==> config.mk <==
export PLATFORM = sky130hd
export DESIGN_NAME = scr1_pipe_mdu
export DESIGN_NICKNAME = d
export VERILOG_FILES = /design/src/rtl/scr1_pipe_mdu.sv
export SDC_FILE = /design/constraint.sdc
export NUM_CORES = 1
export LEC_CHECK = 0
export ABC_AREA = 1
export CAP_MARGIN = 0
export CORE_MARGIN = 8
export CORE_UTILIZATION = 25
export CTS_CLUSTER_DIAMETER = 200
export CTS_CLUSTER_SIZE = 30
export DETAILED_ROUTE_END_ITERATION = 10
export SYNTH_ARGS = -nofsm -noshare
export SYNTH_HDL_FRONTEND = slang
export SYNTH_SLANG_ARGS = --single-unit
==> constraint.sdc <==
create_clock -name clk -period 4.85 [get_ports clk]
set_input_delay 0.97 -clock clk [delete_from_list [all_inputs] [get_ports clk]]
set_output_delay 0.97 -clock clk [all_outputs]
set_load 0.02 [all_outputs]
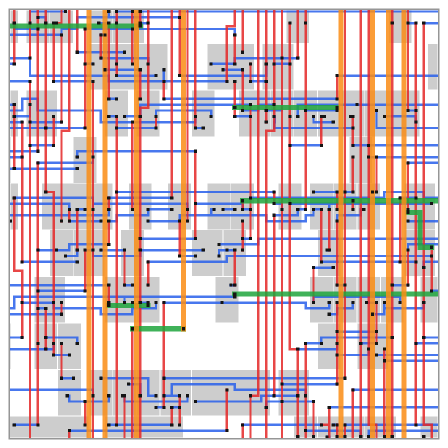
(layout detail)
Region (132, 132) to (157, 157) um. Cells in gray, sequential cells in the stronger gray; small squares are vias.
[green] metal 3
[orange] metal 4
[red] metal 2
[blue] metal 1
cells with their middle in the window: 60
most frequent: nand2_1 (24), inv_1 (12), a21oi_1 (7)
sequential cells in the window: 0

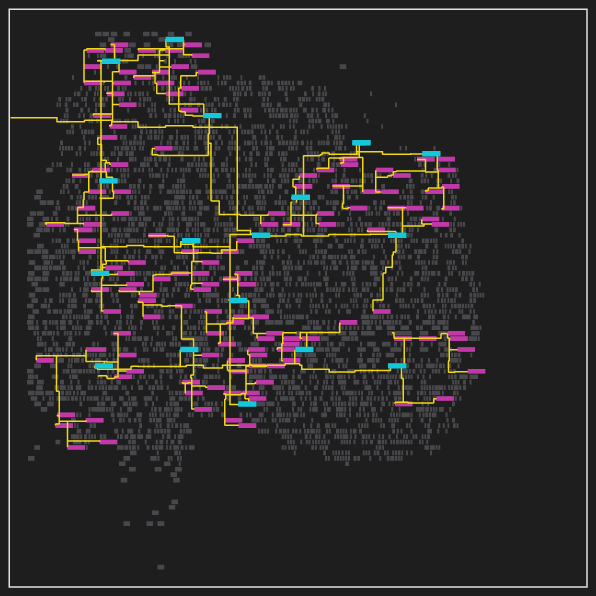
(clock network drawn from the DEF)
Drawn at 2 px/um.
[cyan] clock drivers | count: 17
[magenta] flip-flops | count: 139
[yellow] clock wires | length: 2730 um
routed clock nets: 18
Clk. pwr: 1380 uW
clk_lat worst skew: 0.50 ns
Clk pwr share: 8.5%
clock skew: 0.0211 ns

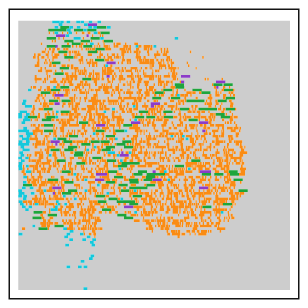
(cells colored by class)
Drawn at 1 px/um. Fill, decap, tap and diode cells in gray.
[cyan] remaining buffers and delay cells | cells: 154
[green] sequential cells | cells: 139
[purple] clock drivers and dummy loads | cells: 31
[orange] combinational and other logic | cells: 3022
core area: 73100 um2
fraction of area in registers: 16.4%
# rows: 99
Finished Core Util: 29.0%

==> impl_metrics.json <==
{
  "drc_errors": 0,
  "n_all_buffers": 154,
  "largest_reg_flops": 64,
  "portBuffers": 104,
  "slew_violations": 0,
  "synthArstFlopShare_pct": 100,
  "diodes": 2,
  "tightest_slew_ns": 1.01,
  "max_freq_mhz": 225,
  "use_met2_pct": 31.5,
  "yosysChipArea_um2": 18500,
  "seq_area_frac_synth_pct": 18.8,
  "hold_viol_final": 0,
  "clockBufferDepth": 2,
  "cts_tree": "yes",
  "drt_iter0_markers": 2648,
  "clk_pin_slew_ns": 0.06,
  "yosys_warnings": 0,
  "cts_hold_buffers": 0,
  "min_period_ns": 4.44,
  "grt_start_max_net_pins": 86,
  "cp_num_cells": 26,
  "crit_family": "simple AND/OR/NAND/NOR gates",
  "drive_above_1_share_pct": 6.04,
  "end_kind": "flip-flop",
  "gr-usage-met1_pct": 25.6,
  "critPathRequiredTime_ns": 5.21,
  "common_cells": "987 x nand2_1, 448 x inv_1, 351 x nor2_1",
  "clkCellAreaFrac_pct": 2.68,
  "fillers": 8321,
  "die_y_um": 288,
  "met2_wirelength_um": 37000,
  "cp.arrival_ns": 4.80,
  "cts_made_buffers": 17,
  "max_slew_margin_pct": 32.0,
  "p_leak_uw": 0.0106,
  "routed-via-count": 22100,
  "cp-start-kind": "flip-flop",
  "worst-path-buf-inv": 3,
  "comb-cell-share_pct": 60.3,
  "place_ws_ns": 0.172,
  "synth_top_area_share_pct": 20.0,
  "cts_resized": 0,
  "slowest_delay_ns": 0.53,
  "dpl_cell_area_um2": 20600,
  "ant_nets": 0,
  "setup_violations": 0,
  "hold_class": "reg2reg",
  "ys_types": 50,
  "place_hpwl_um": 69300,
  "yosys-top-cells-area": "nand2_1 20%, dfrtp_1 19%, inv_1 9.1%, nor2_1 7.1%, o21ai_0 6.7%",
  "met3_usage_pct": 5.56,
  "gp_congestion": 1.05,
  "largestClassByArea": "combinational gates",
  "core_util_floorplan_pct": 25.3,
  "hold_depth": 2,
  "grt_pass1_wl_um": 128000,
  "power_uw": 16300,
  "grt_overflow": 0,
  "wl_met1_um": 35300,
  "ir_worst_vdd_v": 0.000440,
  "io_pins": 105,
  "status": "finished, final reports clean",
  "cap_violations": 0,
  "nNetsFinal": 3478
}
metrics by stage:
step | instances | hold WS [ns]
after floorplan | 3287 | 0.448
after global placement | 4273 | 0.465
after detailed placement | 4273 | 0.466
after CTS | 4304 | 0.483
after global routing | 4305 | 0.492
final | 4307 | 0.481
report_power, final:
group | switching [uW] | internal (uW)
Sequential | 627 | 1650
Clock | 610 | 767
Combinational | 8940 | 3690
logic make-up (layout without fill, tap and decap cells):
| family | count (synthesis) | after routing | synth area share [%] |
|---|---|---|---|
| AOI/OAI and AO/OA | 599 | 599 | 17.8 |
| xor gates and xnor gates | 114 | 114 | 5.39 |
| adders and majority gates | 73 | 73 | 5.02 |
| buffers and inverters | 587 | 646 | 12.3 |
| DFF | 139 | 139 | 18.8 |
| other | 0 | 2 | 0 |
| and+or+nand+nor | 1775 | 1775 | 40.7 |
Power is estimated from default activity; no workload was simulated.
